### Clock wiring as the flow saved it, run 1

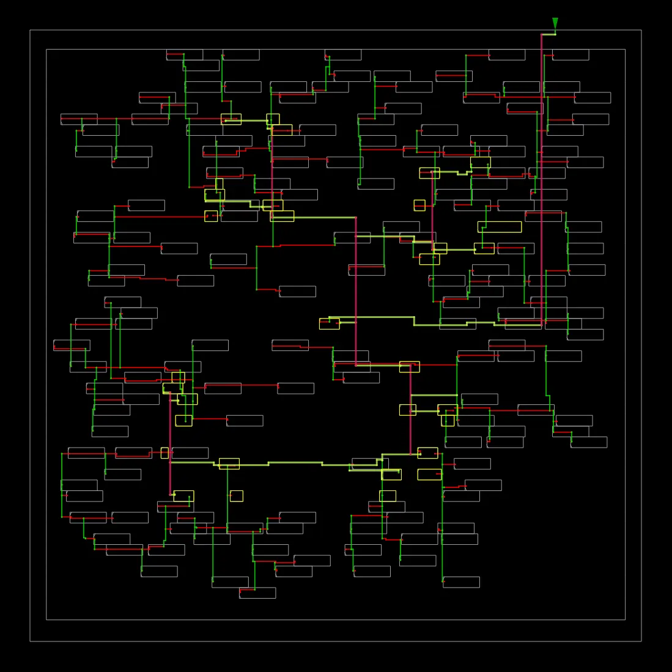
### Clock network drawn from the DEF, run 1

(2 px per micron)
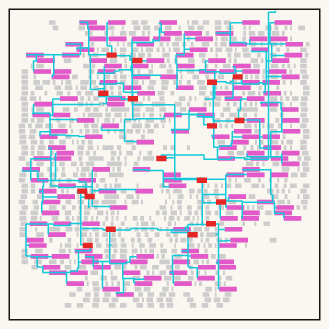
### Signal wires by layer, run 1

(3 px per micron)
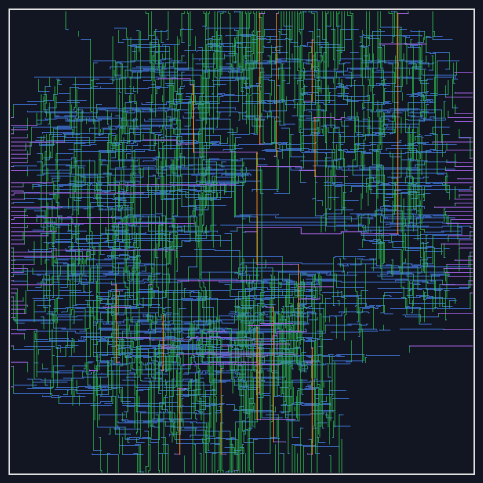
[src/rtl/mips_pkg.sv]
// Shared MIPS front-end definitions: fetch FSM states, primary opcodes and the NOP word.
package mips_pkg;

    typedef enum logic [1:0] {
        S_IDLE,
        S_REQ,
        S_HOLD,
        S_DRAIN
    } fetch_state_e;

    localparam logic [5:0] OPCODE_RTYPE = 6'h00;
    localparam logic [5:0] OPCODE_J     = 6'h02;
    localparam logic [5:0] OPCODE_JAL   = 6'h03;
    localparam logic [5:0] OPCODE_BEQ   = 6'h04;
    localparam logic [5:0] OPCODE_BNE   = 6'h05;
    localparam logic [5:0] OPCODE_ADDI  = 6'h08;
    localparam logic [5:0] OPCODE_LW    = 6'h23;
    localparam logic [5:0] OPCODE_SW    = 6'h2B;

    // sll $0,$0,0
    localparam logic [31:0] NOP_INSTR = 32'h0000_0000;

    function automatic logic [31:0] word_align(input logic [31:0] addr);
        return addr & 32'hFFFF_FFFC;
    endfunction

endpackage

[src/rtl/if_id_register.sv]
// IF/ID pipeline register. Priority: flush, then stall (hold), then load; otherwise a bubble is inserted.
module if_id_register #(
    parameter logic [31:0] NOP_INSTR = mips_pkg::NOP_INSTR
) (
    input  logic        clock_i,
    input  logic        reset_i,
    input  logic        load_i,
    input  logic        stall_i,
    input  logic        flush_i,
    input  logic [31:0] instr_i,
    input  logic [31:0] pc_plus4_i,
    output logic        valid_o,
    output logic [31:0] instr_o,
    output logic [31:0] pc_plus4_o
);

    logic        valid_q;
    logic [31:0] instr_q;
    logic [31:0] pc_plus4_q;

    // NOTE: state registers use non-blocking assignments so every flop samples pre-edge values.
    always_ff @(posedge clock_i or posedge reset_i) begin
        if (reset_i) begin
            valid_q    <= 1'b0;
            instr_q    <= NOP_INSTR;
            pc_plus4_q <= 32'h0000_0000;
        end else if (flush_i) begin
            valid_q    <= 1'b0;
            instr_q    <= NOP_INSTR;
        end else if (stall_i) begin
            valid_q    <= valid_q;
        end else if (load_i) begin
            valid_q    <= 1'b1;
            instr_q    <= instr_i;
            pc_plus4_q <= pc_plus4_i;
        end else begin
            valid_q    <= 1'b0;
            instr_q    <= NOP_INSTR;
        end
    end

    assign valid_o    = valid_q;
    assign instr_o    = instr_q;
    assign pc_plus4_o = pc_plus4_q;

endmodule

[src/rtl/instruction_fetch_stage.sv]
// MIPS instruction fetch: PC, req/valid fetch FSM with hold buffer, redirect/flush, IF/ID register.
// Define FETCH_STATS_EN to add the fetch_count / bubble_count statistics ports.
module instruction_fetch_stage #(
    parameter logic [31:0] RESET_PC  = 32'h0000_0000,
    parameter logic [31:0] NOP_INSTR = mips_pkg::NOP_INSTR
) (
    input  logic        clock,
    input  logic        reset,
    output logic        imem_req,
    output logic [31:0] imem_addr,
    input  logic        imem_valid,
    input  logic [31:0] imem_rdata,
    input  logic        stall,
    input  logic        branch_taken,
    input  logic [31:0] branch_target,
    input  logic        jump,
    input  logic [31:0] jump_target,
    output logic        if_id_valid,
    output logic [31:0] if_id_instr,
    output logic [31:0] if_id_pc_plus4,
    output logic [5:0]  opcode
`ifdef FETCH_STATS_EN
    ,
    output logic [31:0] fetch_count,
    output logic [31:0] bubble_count
`endif
);

    import mips_pkg::*;

    fetch_state_e state_q, state_d;
    logic [31:0]  pc_q, pc_d;
    logic [31:0]  addr_q, addr_d;
    logic [31:0]  hold_q, hold_d;
    logic         req_q, req_d;

    logic         redirect;
    logic [31:0]  target;
    logic [31:0]  pc_plus4;
    logic         ifid_load;
    logic         ifid_flush;
    logic [31:0]  ifid_instr_in;
    logic [31:0]  ifid_pc4_in;

    assign redirect = jump | branch_taken;
    assign target   = word_align(jump ? jump_target : branch_target);
    assign pc_plus4 = pc_q + 32'd4;

    // NOTE: every variable gets a default before the case so no path leaves one unassigned (no latches).
    always_comb begin
        state_d       = state_q;
        pc_d          = pc_q;
        hold_d        = hold_q;
        ifid_load     = 1'b0;
        ifid_flush    = redirect;
        ifid_instr_in = imem_rdata;
        ifid_pc4_in   = pc_plus4;

        unique case (state_q)
            S_IDLE: begin
                state_d = S_REQ;
                if (redirect) pc_d = target;
            end
            S_REQ: begin
                if (redirect) begin
                    pc_d = target;
                    if (!imem_valid) state_d = S_DRAIN;
                end else if (imem_valid) begin
                    pc_d = pc_plus4;
                    if (stall) begin
                        hold_d  = imem_rdata;
                        state_d = S_HOLD;
                    end else begin
                        ifid_load = 1'b1;
                    end
                end
            end
            S_HOLD: begin
                // pc_q already points past the buffered word, so it is that word's pc+4.
                if (redirect) begin
                    pc_d    = target;
                    hold_d  = '0;
                    state_d = S_REQ;
                end else if (!stall) begin
                    ifid_load     = 1'b1;
                    ifid_instr_in = hold_q;
                    ifid_pc4_in   = pc_q;
                    hold_d        = '0;
                    state_d       = S_REQ;
                end
            end
            S_DRAIN: begin
                if (redirect) pc_d = target;
                if (imem_valid) state_d = S_REQ;
            end
            default: state_d = S_IDLE;
        endcase

        // The draining request must keep its original address until the memory answers.
        req_d  = (state_d == S_REQ) || (state_d == S_DRAIN);
        addr_d = (state_d == S_DRAIN) ? addr_q : pc_d;
    end

    always_ff @(posedge clock or posedge reset) begin
        if (reset) begin
            state_q <= S_IDLE;
            pc_q    <= RESET_PC;
            addr_q  <= RESET_PC;
            hold_q  <= '0;
            req_q   <= 1'b0;
        end else begin
            state_q <= state_d;
            pc_q    <= pc_d;
            addr_q  <= addr_d;
            hold_q  <= hold_d;
            req_q   <= req_d;
        end
    end

    assign imem_req  = req_q;
    assign imem_addr = addr_q;

    if_id_register #(
        .NOP_INSTR (NOP_INSTR)
    ) u_if_id (
        .clock_i    (clock),
        .reset_i    (reset),
        .load_i     (ifid_load),
        .stall_i    (stall),
        .flush_i    (ifid_flush),
        .instr_i    (ifid_instr_in),
        .pc_plus4_i (ifid_pc4_in),
        .valid_o    (if_id_valid),
        .instr_o    (if_id_instr),
        .pc_plus4_o (if_id_pc_plus4)
    );

    assign opcode = if_id_instr[31:26];

`ifdef FETCH_STATS_EN
    logic [31:0] fetch_count_q;
    logic [31:0] bubble_count_q;

    always_ff @(posedge clock or posedge reset) begin
        if (reset) begin
            fetch_count_q  <= 32'h0000_0000;
            bubble_count_q <= 32'h0000_0000;
        end else begin
            if (ifid_load)    fetch_count_q  <= fetch_count_q + 32'd1;
            if (!if_id_valid) bubble_count_q <= bubble_count_q + 32'd1;
        end
    end

    assign fetch_count  = fetch_count_q;
    assign bubble_count = bubble_count_q;
`endif

endmodule

[config.mk]
export PLATFORM = sky130hd
export DESIGN_NAME = instruction_fetch_stage
export DESIGN_NICKNAME = d
export VERILOG_FILES = /design/src/rtl/mips_pkg.sv /design/src/rtl/if_id_register.sv /design/src/rtl/instruction_fetch_stage.sv
export SDC_FILE = /design/constraint.sdc
export NUM_CORES = 1
export LEC_CHECK = 0
export CELL_PAD_IN_SITES_DETAIL_PLACEMENT = 1
export CELL_PAD_IN_SITES_GLOBAL_PLACEMENT = 1
export CORE_MARGIN = 4
export CORE_UTILIZATION = 39
export CTS_BUF_LIST = sky130_fd_sc_hd__clkbuf_4 sky130_fd_sc_hd__clkbuf_8
export DETAILED_ROUTE_END_ITERATION = 8
export PLACE_DENSITY = 0.83
export SLEW_MARGIN = 40
export SYNTH_ARGS = -nofsm -noshare
export SYNTH_HDL_FRONTEND = slang
export SYNTH_SLANG_ARGS = --single-unit
[constraint.sdc]
create_clock -name clock -period 7.3 [get_ports clock]
set_input_delay 1.825 -clock clock [delete_from_list [all_inputs] [get_ports clock]]
set_output_delay 1.825 -clock clock [all_outputs]
set_load 0.05 [all_outputs]
==> run notes, run 1 <==
Figures from the flow reports.

Logic synthesis:
- The run gives the yosys warning tally as 0.
- The run gives the register area share after synthesis as 48.74%.
- The run gives the number of distinct library cells after synthesis as 73.
- The commonest cells after synthesis are sky130_fd_sc_hd__dfrtp_1, sky130_fd_sc_hd__nand2_1, sky130_fd_sc_hd__o21ai_0.
- sky130_fd_sc_hd__dfrtp_1 is the most common cell in the netlist.
- The run puts the post-synth tally of flip-flops with integrated enable at 0.

Pwr:
- The run puts the power spent charging and discharging nets at 1.617 mW.
- The run puts the combinational share of power at between 40% and 50%.
- The power report lists cell-internal power as 2.048 mW.
- The run puts the leakage dissipation at 4.429 nW.

Floorplan:
- The run puts the area of the die at between 20,000 and 25,000 sq um.
- The floorplan has 53 rows.
- The run puts the number of top-level pins at slightly above 200.
- The run gives the number of well taps as 275.

Routing:
- The run puts the number of vias per cell at 5.439.

Finish:
- The run gives the inverter count as 11.
- The run gives the non-clock buffer total of the final layout as 210.
- The flow measured a signed area growth from synthesis to layout of 30.30%.
- The run gives the post-layout net count as 1,092.
- The run gives the largest contributor to cell area by class as flip-flops and latches.
- After layout the clock buffers and inverters come to 3.671% of cell area.
- The run gives the sequential standard cell area as 4079 sq um.
- The run puts the combinational share of cell area at 36.29%.
- The run puts the number of filler cells placed in the layout at 2,345.
- The run puts the antenna cell count at 0.

Timing:
- The final report lists the setup-violating endpoint count as 0.
- The run gives the remaining max-slew budget at the tightest pin as 49.65%.
- The run gives the upper clock frequency limit as 204.5 MHz.

Critical path:
- The worst setup path is launched from an input port.
- The run gives the biggest fanout along the worst timing path as 30.
- Looking at the reg2reg group, the worst path starts from state_q[0].
- The run gives the capture point of the critical path as imem_addr[14].
- By startpoint and endpoint, the worst setup path is classified as input port to register.

Min path:
- In this run the most critical hold path is launched from pc_q[1].
- Hold analysis lists the worst path endpoint as u_if_id.pc_plus4_o[1].
- The run puts the number of cells on the worst hold path at 2.

Placed design:
- The run gives the number of placed instances with taps included as 1,240.

Flow run:
- The run gives the number of OpenROAD warnings as 34.

Clock network:
- In this run, post-CTS repair resized a total of 0 instances.
- TritonCTS built the clock tree.
- The run puts the maximum level of the CTS H-tree at 4.

Run status:
- The flow ran to the end, and the final reports show no timing, DRC or antenna violations.
Notes on 'Clock wiring as the flow saved it' above:
worst clock skew: 0.01628 ns
number of buffers added by the clock tree synthesis step: 17
clk sinks: 163
clock-net power: 0.676 mW
registers: 163

Notes on 'Clock network drawn from the DEF' above:
[cyan] clock wires | length: 2,140 microns
[magenta] flip-flops | count: 163
[red] cells driving clock nets | count: 17
flops lie: widely spread
routed clock nets: 18

Notes on 'Signal wires by layer' above:
| color | layer | wire length |
|---|---|---|
| purple | met3 | 1,340 microns |
| blue | met1 | 10,600 microns |
| green | met2 | 12,600 microns |
| orange | met4 | 507 microns |

run 1: power groups by stage:
stage / clock network, mW / registers [mW] / logic, mW
2_1_floorplan: 0 / 1.83 / 0.609
3_3_place_gp: 0 / 1.36 / 1.60
3_5_place_dp: 0 / 1.38 / 1.64
4_1_cts: 0.696 / 1.36 / 1.65
5_1_grt: 0.734 / 1.40 / 1.73
6_report: 0.676 / 1.36 / 1.63
run 1: critical path, delay by kind of cell:
family / cells / cell delay, ns
muxes: 1 / 0.44
AOI/OAI and AO/OA: 2 / 0.90
and+or+nand+nor: 1 / 0.62
buffers and inverters: 2 / 1.41
run 1: cells by family (layout without fill, tap and decap cells):
group / count (synthesis) / after routing / share of synthesized area (%)
AND/OR/NAND/NOR: 295 / 295 / 19.64
AND-OR/OR-AND: 169 / 169 / 12.38
flip-flops: 163 / 163 / 48.74
buffers and inverters: 83 / 253 / 4.545
multiplexers: 78 / 78 / 10.35
XOR/XNOR: 33 / 33 / 3.453
adder cells (fa/ha/maj): 6 / 6 / 0.8970
run 1: through the flow:
| stage | power (mW) | setup slack (ns) | hold WS, ns |
|---|---|---|---|
| after floorplan | 2.439 | 1.070 | 0.4304 |
| after global placement | 2.958 | 2.053 | 0.4503 |
| after detailed placement | 3.017 | 1.952 | 0.4648 |
| after CTS | 3.703 | 2.445 | 0.4912 |
| after global routing | 3.863 | 2.269 | 0.5049 |
| final | 3.665 | 2.409 | 0.4835 |
run 1: state kept, by name, indices dropped and copies added, names as in the netlist:
register,count
state_q,2
u_if_id.pc_plus4_o,32
u_if_id.valid_o,1
pc_q,32
imem_addr,32
hold_q,32
u_if_id.instr_o,32
run 1: layer usage:
layer	vias up	routed length, microns	GRT usage (%)
li1	3222	-	-
met1	3474	10600	26.83
met2	184	12590	36.50
met3	39	1337	4.729
met4	0	507	5.887
met5	-	0	0
==> run 1 -> run 2 <==
--- a/config.mk
+++ b/config.mk
@@ -8,10 +8,10 @@
 export CELL_PAD_IN_SITES_DETAIL_PLACEMENT = 1
 export CELL_PAD_IN_SITES_GLOBAL_PLACEMENT = 1
 export CORE_MARGIN = 4
-export CORE_UTILIZATION = 39
+export CORE_UTILIZATION = 35
 export CTS_BUF_LIST = sky130_fd_sc_hd__clkbuf_4 sky130_fd_sc_hd__clkbuf_8
 export DETAILED_ROUTE_END_ITERATION = 8
-export PLACE_DENSITY = 0.83
+export PLACE_DENSITY = 0.79
 export SLEW_MARGIN = 40
 export SYNTH_ARGS = -nofsm -noshare
 export SYNTH_HDL_FRONTEND = slang
==> constraint.sdc (replaced) <==
create_clock -name clock -period 4.36 [get_ports clock]
set_input_delay 1.09 -clock clock [delete_from_list [all_inputs] [get_ports clock]]
set_output_delay 1.09 -clock clock [all_outputs]
set_load 0.05 [all_outputs]
==> run 2 against run 1 <==
Compared with the run above: combinational power is 69% higher; wire length grew 3.3%; global-route usage shrank 1.5 points; via count is 0.23% higher; highest routed layer unchanged.
==> run notes, run 2 <==
Figures from the flow reports.

Clock network:
- TritonCTS built the clock tree.
- The run gives the number of post-CTS setup repair buffers as 0.
- The run gives the maximum count of clock buffers along a single path as 2.
- The run gives the clock root buffer master as sky130_fd_sc_hd__clkbuf_8.
- The clock sink count is 163 (unchanged).
- The run puts the number of hold buffers added after CTS at 0.
- The run puts the maximum level of the CTS H-tree at 4 (unchanged).
- The run gives the post-cts gate resize count as 0 (unchanged).
- Clock-pin slew was measured on the worst setup and hold paths at 0.10 ns.
- The run puts the source-to-sink clock delay at the later pin of the worst-skew pair at 0.48 ns.
- The run gives the total clock buffers created by CTS as 17 (unchanged).

Routing:
- The run gives the first-iteration detailed-routing DRC count as just over 400.
- The run puts the count of nets left with antenna violations after detail routing at 0.
- The run puts the first-pass iteration count of the detailed router at 4.
- The run gives the final routed DRC violation total as 0.
- The run puts the average detailed-routed wire length per instance at around 20 microns.
- The number of vias per cell was 5.230 (-3.9%).

Floorplan:
- According to the floorplan report, the die height is 162.6 microns.
- The run gives the total core area as 23,470 sq um.
- The run gives the number of rows in the core area as 56 (+5.7%).
- The run gives the width of the die as 162.6 microns.
- The run gives the area of the die as 26,450 sq um (+11%).
- The run puts the number of top-level pins at 206 (unchanged).

Pwr:
- The run puts the combinational share of power at 44.4% (about the same).
- The power spent charging and discharging nets was 2.749 mW (+70%).
- Ranked by power, first place goes to combinational logic.
- In this run, flip-flops and latches consume 36.7% of the power.
- The run gives the total combinational power as 2.76 mW (+69%).
- The run puts the internal power component at 3.467 mW (+69%).
- Dividing total power by cell area gives a power density of approximately 560 nW/um^2.
- The run gives the power of the sequential group as 2.28 mW (+68%).
- The clock-net power is 1.18 mW (+75%).
- Net switching is 44.23% of the power.
- The run puts the clock power share at 18.9%.
- The run gives the leakage dissipation as 4.497 nW (+1.5%).

Finish:
- The run gives the share of cells above drive strength 1 as 11.62%.
- The run puts the sequential standard cell area at 4079 sq um (unchanged).
- The run puts the antenna cell count at 0 (unchanged).
- The run puts the combinational gate area at 3955 sq um.
- The run puts the post-layout net count at 1,102 (+0.92%).
- The top cell type in the final layout, fill and taps aside, is sky130_fd_sc_hd__clkdlybuf4s50_1.
- The top cell types in the final layout, fill and taps aside, are sky130_fd_sc_hd__clkdlybuf4s50_1, sky130_fd_sc_hd__dfrtp_1, sky130_fd_sc_hd__nand2_1.
- Between the synthesized netlist and the finished layout, the area growth was recorded as 32.80%.
- The run puts the number of filler cells placed in the layout at 2,614 (+11%).

Critical path:
- The run gives the type of destination of the critical path as a register.
- In this run the critical register-to-register path is launched from state_q[0].
- In this run the worst setup path begins at branch_taken.
- The run gives the capture point of the critical path as imem_addr[20].
- The run gives the kind of cell adding the most delay to the critical path as buffers and inverters.
- The run gives the depth of the worst register-to-register path as 7.
- The run gives the startpoint type of the worst setup path as an input port.
- The run puts the setup slack of the most critical reg-to-reg path at 1.33 ns.
- STA puts the critical path data arrival time at 3.55 ns.
- The run gives the most prevalent standard cell on the critical path as sky130_fd_sc_hd__buf_4.
- For reference, the critical path cell chain is clkdlybuf4s50_1 > buf_4 > nor4bb_1 > o31ai_1 > a211oi_2 > inv_2 > buf_4 > mux2_1.
- The run puts the number of logic stages on the critical path including buffering at 8 (+2).
- The biggest fanout along the worst timing path was 19 (-37%).
- The count of buffering cells on the critical path with inverters included was 4 (+2).
- The run gives the critical path required time as about 4.7 ns.
- For reference, the most critical setup path is categorized as input port to register.

Logic synthesis:
- Synthesis produced a netlist with a net count of approximately 940.
- The commonest cells after synthesis are sky130_fd_sc_hd__dfrtp_1, sky130_fd_sc_hd__nand2_1, sky130_fd_sc_hd__o21ai_0.
- Among all cell types in the netlist, the one instantiated most often is sky130_fd_sc_hd__dfrtp_1.
- The run puts the number of flip-flops and latches in the synthesized netlist at about 160.
- The run puts the average cell area after synthesis at 10.12 sq um.
- The synthesized netlist has a Yosys-reported chip area of around 8400 sq um.
- The run gives the most used flip-flop cell as sky130_fd_sc_hd__dfrtp_1.
- The run puts the register area share after synthesis at 48.74% (unchanged).
- The number of distinct library cells after synthesis came to 73 (unchanged).
- The post-synth tally of flip-flops with integrated enable came to 0 (unchanged).
- The run puts the netlist area before placement at 8369 sq um.
- The yosys warning tally was 0 (unchanged).

Timing:
- The run gives the number of endpoints with negative hold slack in the final report as 0.
- The hold slack came to 0.4847 ns (+0.001190 ns).
- The run gives the remaining max-slew budget at the tightest pin as 44.29% (-5.4 points).
- The run gives the setup violation total in the final timing report as 0 (unchanged).
- The run puts the clock skew after layout at 0.01759 ns (+0.001310 ns).
- Dividing the final minimum period by the clock period gives 73.34%.
- The run puts the upper clock frequency limit at 312.8 MHz.

Min path:
- Note that the worst hold path type here is register to register.
- For hold timing, the worst endpoint is u_if_id.pc_plus4_o[0].
- The run gives the number of cells on the worst hold path as 2 (unchanged).
- Per the hold report, the tightest min-delay path originates at u_if_id.pc_plus4_o[0].

Flow run:
- The run gives the number of OpenROAD warnings as 34 (unchanged).

Placed design:
- The run gives the half-perimeter wire length of the detailed placement result as 18.66 mm.
- The run puts the routability congestion estimate at ~0.84.

GRT:
- The run puts the number of antenna violations at the first check in global routing at 0.
- The run gives the first-pass GRT wire length as roughly 41 mm.

Run status:
- The run finished with clean final reports.
[run 2: cell counts after synthesis]
Identical to the previous run, type by type.
[run 2: stage by stage]
stage               power (mW)  instance area (sq um)  worst slack [ns]  std cells
global route             6.558                  11110             1.073       1326
global placement         5.004                  10660            0.6989       1293
finish                   6.216                  11110             1.163       1326
floorplan                4.084                   8373             1.199        827
CTS                      6.288                  11110             1.147       1326
detailed placement       5.092                  10690            0.6786       1294
[run 2: logic make-up after synthesis]
kind of cell | synth area share [%]
muxes | 10.35
AOI/OAI and AO/OA | 12.38
xor gates and xnor gates | 3.453
and+or+nand+nor | 19.64
DFF | 48.74
buffers and inverters | 4.545
adders and majority gates | 0.8970
[run 2: layer usage]
layer	wire, microns	GRT usage (%)
met5	0	0
met4	646	6.557
met3	1309	4.682
met2	12690	33.25
met1	11220	24.85
[run 2: area by class of cell]
| cell class | instances | share of cell area [%] |
|---|---|---|
| timing repair buffer | 220 | 19.90 |
| tap | 319 | 3.591 |
| sequential | 163 | 36.70 |
| inverter | 11 | 0.4053 |
| clock inverter | 15 | 1.711 |
| clock buffer | 17 | 2.105 |
| multi-input combinational | 581 | 35.58 |
[run 2: worst register-to-register path, stage by stage (launching register included)]
cell and delay [ns]:
sky130_fd_sc_hd__dfrtp_1 0.48, sky130_fd_sc_hd__inv_1 0.12, sky130_fd_sc_hd__ha_2 0.43, sky130_fd_sc_hd__buf_4 0.62, sky130_fd_sc_hd__o21ai_0 0.29, sky130_fd_sc_hd__a21oi_4 0.16
sky130_fd_sc_hd__buf_4 0.42, sky130_fd_sc_hd__mux2_2 0.41
### Clock network drawn from the DEF, run 2

(1.5 px per micron)
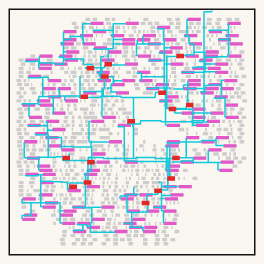
[red] cells driving clock nets | count: 17
[magenta] flip-flops | count: 163
[cyan] clock wires | length: 2,230 microns
flops lie: widely spread

==> run 2 -> run 3 <==
--- a/config.mk
+++ b/config.mk
@@ -8,10 +8,10 @@
 export CELL_PAD_IN_SITES_DETAIL_PLACEMENT = 1
 export CELL_PAD_IN_SITES_GLOBAL_PLACEMENT = 1
 export CORE_MARGIN = 4
-export CORE_UTILIZATION = 35
+export CORE_UTILIZATION = 39
 export CTS_BUF_LIST = sky130_fd_sc_hd__clkbuf_4 sky130_fd_sc_hd__clkbuf_8
 export DETAILED_ROUTE_END_ITERATION = 8
-export PLACE_DENSITY = 0.79
+export PLACE_DENSITY = 0.83
 export SLEW_MARGIN = 40
 export SYNTH_ARGS = -nofsm -noshare
 export SYNTH_HDL_FRONTEND = slang
==> constraint.sdc (replaced) <==
create_clock -name clock -period 3.2 [get_ports clock]
set_input_delay 0.8 -clock clock [delete_from_list [all_inputs] [get_ports clock]]
set_output_delay 0.8 -clock clock [all_outputs]
set_load 0.05 [all_outputs]
### Signal wires by layer, run 3

(3 px per micron)
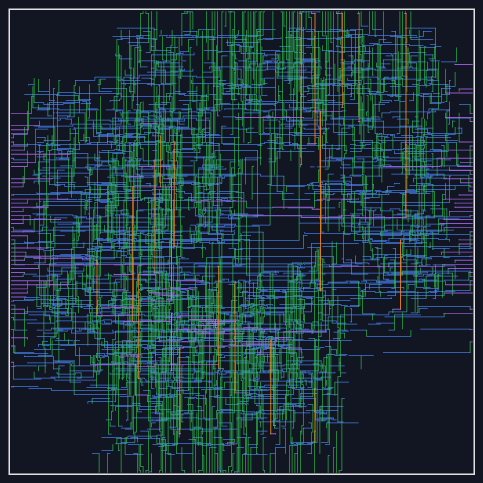
average wire per standard cell: 20.40 microns
overall via count from detail_route: 7,187
Routed Wire Length: 26.55 mm

==> run 3 against run 2 <==
Compared with the run above: non-clock buffer count increased by 19; critical path depth increased by 1; sequential share of layout area decreased by 0.16 points; critical path type unchanged; critical endpoint is now u_if_id.pc_plus4_o[26].
==> run notes, run 3 <==
Figures from the flow reports.

Run status:
- The flow ran to the end, and the final reports show no timing, DRC or antenna violations.

Timing:
- The run puts the portion of the clock cycle consumed by the worst path in the final layout at 83.36%.
- The run gives the number of endpoints with negative hold slack in the final report as 0 (unchanged).
- The run gives the upper clock frequency limit as between 300 and 400 MHz.

Floorplan:
- The run gives the area of the die as 23,870 sq um (-9.8%).
- The run gives the width of the die as 154.5 microns (-5.0%).
- The run gives the height of the chip as 154.5 microns (-5.0%).

Logic synthesis:
- The netlist area before placement is 8369 sq um (unchanged).
- Sorting the synthesis cell report by count puts at the top sky130_fd_sc_hd__dfrtp_1.
- The run gives the register area share after synthesis as 48.74% (unchanged).
- The number of distinct library cells after synthesis is 73 (unchanged).
- The run gives the chip area in the Yosys report as 8369 sq um (unchanged).
- The synthesis run shows the most used standard cells to be sky130_fd_sc_hd__dfrtp_1, sky130_fd_sc_hd__nand2_1, sky130_fd_sc_hd__o21ai_0.
- The number of flip-flops and latches in the synthesized netlist is 163 (unchanged).

Critical path:
- Walking the worst path, the cells encountered are clkdlybuf4s50_1 > buf_4 > buf_4 > nor2_2 > buf_4 > o2111ai_4 > buf_4 > nand2_1 > o21ai_0.
- The run puts the depth of the worst register-to-register path at 7 (unchanged).
- Broken down by cell family, the worst path's largest delay share belongs to buffers and inverters.
- The run puts the count of buffering cells on the critical path with inverters included at 5 (+1).
- Per the timing report, the most critical flop-to-flop path originates at state_q[0].
- The worst setup path is captured at a register.
- The critical path is of the input port to register type.

Clock network:
- Clock tree synthesis selected as its root buffer the cell sky130_fd_sc_hd__clkbuf_8.
- The maximum level of the CTS H-tree was 4 (unchanged).
- The run gives the source-to-sink clock delay at the later pin of the worst-skew pair as 0.47 ns (about the same).
- The run puts the number of hold buffers added after CTS at 0 (unchanged).
- TritonCTS built the clock tree.
- The post-cts gate resize count is 0 (unchanged).

Placed design:
- The half-perimeter wire length of the detailed placement result was 19.27 mm (+3.2%).
- The run gives the placement-stage cell area as 10,790 sq um (+0.89%).

Finish:
- The share of cells above drive strength 1 came to 13.16% (+1.5 points).
- The run gives the antenna cell count as 0 (unchanged).
- The top cell type in the final layout, fill and taps aside, is sky130_fd_sc_hd__clkdlybuf4s50_1.
- The area growth from synthesis to layout is 33.40%.

Pwr:
- The run gives the power of the sequential group as 3.13 mW (+37%).
- The run puts the clock power share at 17.6% (-1.3 points).
- The run puts the total combinational power at 3.84 mW (+39%).
- The run puts the switching fraction of total power at 44.38% (+0.15 points).
- The run gives the leakage dissipation as 4.571 nW (+1.7%).
- The run puts the power density over the cells at 758.5 nW/um^2 (+36%).

GRT:
- The run gives the number of antenna violations at the first check in global routing as 0 (unchanged).

Routing:
- The run gives the number of vias per cell as 5.524 (+5.6%).
- The run gives the first-pass iteration count of the detailed router as 7 (+3).
[run 3: per-layer routing]
metal,global-route usage [%],part of all wire [%],vias up
met5,0,0,-
met4,8.368,2.8,0
met3,4.113,4.7,51
met2,37.85,50,239
met1,28.53,43,3607
li1,-,-,3290
[run 3: worst max-delay path by stage]
stage,start,end,cells after the start
finish,branch_taken,u_if_id.pc_plus4_o[26],9
global route,branch_taken,u_if_id.pc_plus4_o[23],9
CTS,state_q[0],imem_req,1
detailed placement,branch_taken,u_if_id.pc_plus4_o[26],9
global placement,branch_taken,u_if_id.pc_plus4_o[16],9
floorplan,reset,hold_q[0],1
[run 3: final cells by class]
cell class / count / area share [%]
timing repair buffer: 239 / 21.20
clock buffer: 18 / 2.163
tap: 275 / 3.082
clock inverter: 14 / 1.233
inverter: 11 / 0.4035
multi-input combinational: 581 / 35.38
sequential: 163 / 36.53
[run 3: metrics by stage]
stage / utilization (%) / total power [mW] / instances / setup slack [ns] / hold WS (ns)
after floorplan: - / 5.565 / 827 / 0.3292 / 0.4304
after global placement: 51.15 / 6.885 / 1269 / 0.1122 / 0.4412
final: 52.94 / 8.469 / 1301 / 0.5325 / 0.4746
after global routing: 52.94 / 8.898 / 1301 / 0.4133 / 0.5118
after detailed placement: 51.15 / 7.034 / 1269 / 0.04803 / 0.4596
after CTS: 52.94 / 8.530 / 1301 / 0.4902 / 0.4858
[run 3: kinds of logic after synthesis]
logic type	count (synthesis)	share of synthesized area, %
and+or+nand+nor	295	19.64
DFF	163	48.74
muxes	78	10.35
adders and majority gates	6	0.8970
buffers and inverters	83	4.545
xor gates and xnor gates	33	3.453
AOI/OAI and AO/OA	169	12.38
Power is estimated from default activity; no workload was simulated.
